Metal 1:
(4 px per um) Supply wires on this layer in grey. Cells faint in the background.
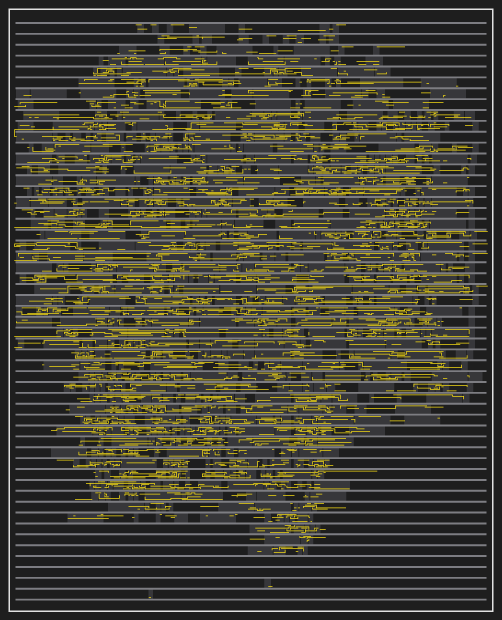
Nets reached from selected ports:
(2 px per um)
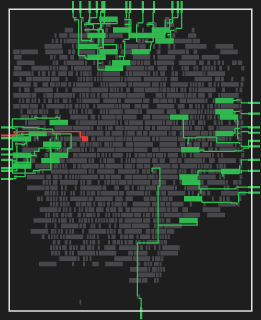
Local utilization:
(2 px per um) 12 x 15 tiles, from dark blue (low) to red (high), 0 to 100% covered.
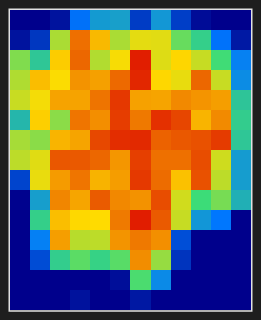
Cell sizes after repair:
(2 px per um)
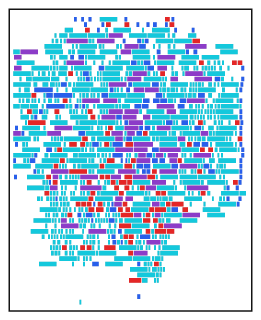
Cell outlines without signal wires:
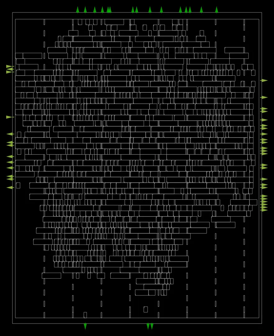
==> config.mk <==
export PLATFORM = sky130hd
export DESIGN_NAME = uart_prog_loader
export DESIGN_NICKNAME = d
export VERILOG_FILES = /design/src/rtl/uart_prog_loader_pkg.sv /design/src/rtl/uart_prog_loader_rx_byte.sv /design/src/rtl/uart_prog_loader.sv
export SDC_FILE = /design/constraint.sdc
export NUM_CORES = 1
export LEC_CHECK = 0
export ABC_AREA = 1
export CORE_ASPECT_RATIO = 1.25
export CORE_UTILIZATION = 40
export CTS_CLUSTER_DIAMETER = 30
export CTS_CLUSTER_SIZE = 30
export DETAILED_ROUTE_END_ITERATION = 8
export PLACE_DENSITY = 0.73
export REMOVE_ABC_BUFFERS = 1
export SLEW_MARGIN = 25
export SYNTH_ARGS = -nofsm -noshare
export SYNTH_HDL_FRONTEND = slang
export SYNTH_SLANG_ARGS = --single-unit
export TNS_END_PERCENT = 50
==> constraint.sdc <==
create_clock -name upg_clk_i -period 1.6 [get_ports upg_clk_i]
set_clock_uncertainty 0.05 [all_clocks]
set_input_delay 0.4 -clock upg_clk_i [delete_from_list [all_inputs] [get_ports upg_clk_i]]
set_output_delay 0.4 -clock upg_clk_i [all_outputs]
set_load 0.01 [all_outputs]
==> impl_metrics.env <==
# flow metrics
export IMPL_critical_path_required_ns=1.15
export IMPL_worst_slack_ns=-0.1278
export IMPL_finalHoldViolCount=0
export IMPL_tns_ns=-2.966
export IMPL_maxUsedRoutingLayer="met4"
export IMPL_status="finished with violations"
export IMPL_largest_class="registers"
export IMPL_clk_pin_slew_ns=0.06
export IMPL_hold_path_class="in2reg"
export IMPL_seq_area_um2=3682
export IMPL_internal_power_uw=7102
export IMPL_syn_to_final_growth_pct=40.03
export IMPL_place_gp_congestion=0.8891
export IMPL_remaining_drc_errors=0
export IMPL_p_per_area_nw_per_um2=937.4
export IMPL_top_area_cell="dfrtp_1"
export IMPL_switchingPower_uw=2113
export IMPL_path_max_fanout=1
export IMPL_grt_start_max_net_pins=43
export IMPL_power_frac_seq_pct=41.6
export IMPL_max_cap_viol_count=0
export IMPL_failed_checks="negative setup slack"
export IMPL_dp_cells=1172
export IMPL_reg2reg_slack_ns=-0.13
export IMPL_synth_async_sr_flop_share_pct=100.0
export IMPL_sh_comb_area_pct=34.63
export IMPL_p_comb_uw=557
export IMPL_vias_per_cell=5.219
export IMPL_grt_use_met2_pct=35.95
export IMPL_arrival_ns=1.28
export IMPL_first_global_vias=6179
export IMPL_yosys_warnings=0
export IMPL_start_kind="register"
export IMPL_inverters=91
export IMPL_drt_iter0_drc=588
export IMPL_holdPathStages=1
export IMPL_comb_power_share_pct=6.0
export IMPL_buffer_area_share_pct=14.11
export IMPL_rsz0062_at_grt="yes"
export IMPL_clk_latency_ns=0.55
export IMPL_crit_family="flip-flops"
export IMPL_wire_per_inst_um=16.42
export IMPL_fin_hold_ws_ns=0.2297
export IMPL_tritoncts="yes"
export IMPL_n_antenna_cell=0
export IMPL_fin_total_pwr_uw=9215
export IMPL_warnings=37
export IMPL_flop_cell="dfrtp_1"
export IMPL_drtAntennaViolNets=0
export IMPL_die_w_um=120.5
export IMPL_largest_reg_flops=32
export IMPL_n_clock_buffer=24
export IMPL_power_leader="the clock network"
export IMPL_synth_logic_top_family="simple AND/OR/NAND/NOR gates"
export IMPL_setup_violations=48
export IMPL_postPlaceCellArea_um2=8243
export IMPL_ys_sh_mux_pct=0
export IMPL_p_leak_uw=0.004853
export IMPL_clock_net_power_uw=4820
export IMPL_crit_chain="or2_4 > buf_6"
export IMPL_synth_cell_type_count=37
export IMPL_clkCellAreaFrac_pct=7.331
export IMPL_final_nets=1037
export IMPL_antenna_found_initial=0
export IMPL_synth_seq_share_pct=52.45
export IMPL_grt_pass1_wl_mm=29.01
export IMPL_syn_avg_cell_area_um2=8.201
export IMPL_grt_usage_pct=20.52
export IMPL_final_common_cell="nand2_1"
export IMPL_die_size_y_um=150.1
export IMPL_mi_logic_area_um2=3405
export IMPL_switching_share_pct=22.93
export IMPL_top_cells_by_area="dfrtp_1, nand2_1, nor2_1, nand3_1, inv_1"
export IMPL_synth_edff_count=0
export IMPL_synth_xor_area_share_pct=1.747
export IMPL_use_met3_pct=4.091
export IMPL_clock_fmax_mhz=578.8
export IMPL_ys_area_um2=7020
export IMPL_comb_cells=597
export IMPL_clkPwrFrac_pct=52.3
-- 'metal 1' (at the start) --
The layer holds 39% of the routed length. The longest straight run is 33.1 um. The layer carries 7,930 um of wire. The wires run mostly horizontal. 947 nets have wire on it.
routed wire length: 20.53 mm
met1 Track Usage GR: 23.54%
Vias: 6,524

-- 'nets reached from selected ports' (at the start) --
`upg_err_o`: marked red, bits 1, direction output, edge left, end cells 1, buffers 1, wire 42.7 um. `upg_dat_o`: marked green, bits 32, direction output, edge 13 top, 10 right, 8 left, 1 bottom, end cells 32, buffers 32, wire 990 um.
IO Count: 55
Port Buffers: 53

-- 'local utilization' (at the start) --
The fullest tile reaches 97%. 41% of the tiles are over 75% full. The emptiest ninth of the die: bottom right.
Core Util at FP: 41.35%
final core utilization: 57.91%
core area: 16,980 um2

-- 'cell sizes after repair' (at the start) --
_3 and _4 cells: marked red, cells 98, share 9.5%, most used buf_4. _2 cells: marked blue, cells 131, share 13%, most used buf_2. _0 and _1 cells: marked cyan, cells 724, share 70%, most used nand2_1. _6 and larger: marked purple, cells 77, share 7.5%, most used clkbuf_16.
Non-clk bufs: 160
Final Cell Area: 9831 um2

-- 'cell outlines without signal wires' (at the start) --
Well Taps: 220
seq_cells: 147
row count: 53
fillers: 1,410
sequential share of cell area: 37.46%

-- timing repair --
item | in CTS | in global routing
endpoints found under the hold margin | 28 | 0
pin swaps | 5 | 34
hold buffers | 1 | 0
gates cloned | 2 | 5
setup endpoints to repair | 105 | 119
resized | 215 | 166
setup buffers | 19 | 18
-- synthesized netlist by cell type (all sizes together) (2+ instances only) --
library cell	n
nand2	253
dfrtp	144
nor2	100
inv	90
o21ai	79
nand3	68
nor3	18
ha	17
nand4	17
a21oi	14
buf	14
xor2	10
clkbuf	8
xnor2	4
dfstp	3
nand3b	3
or2	3
a31oi	2
nor3b	2
o22ai	2
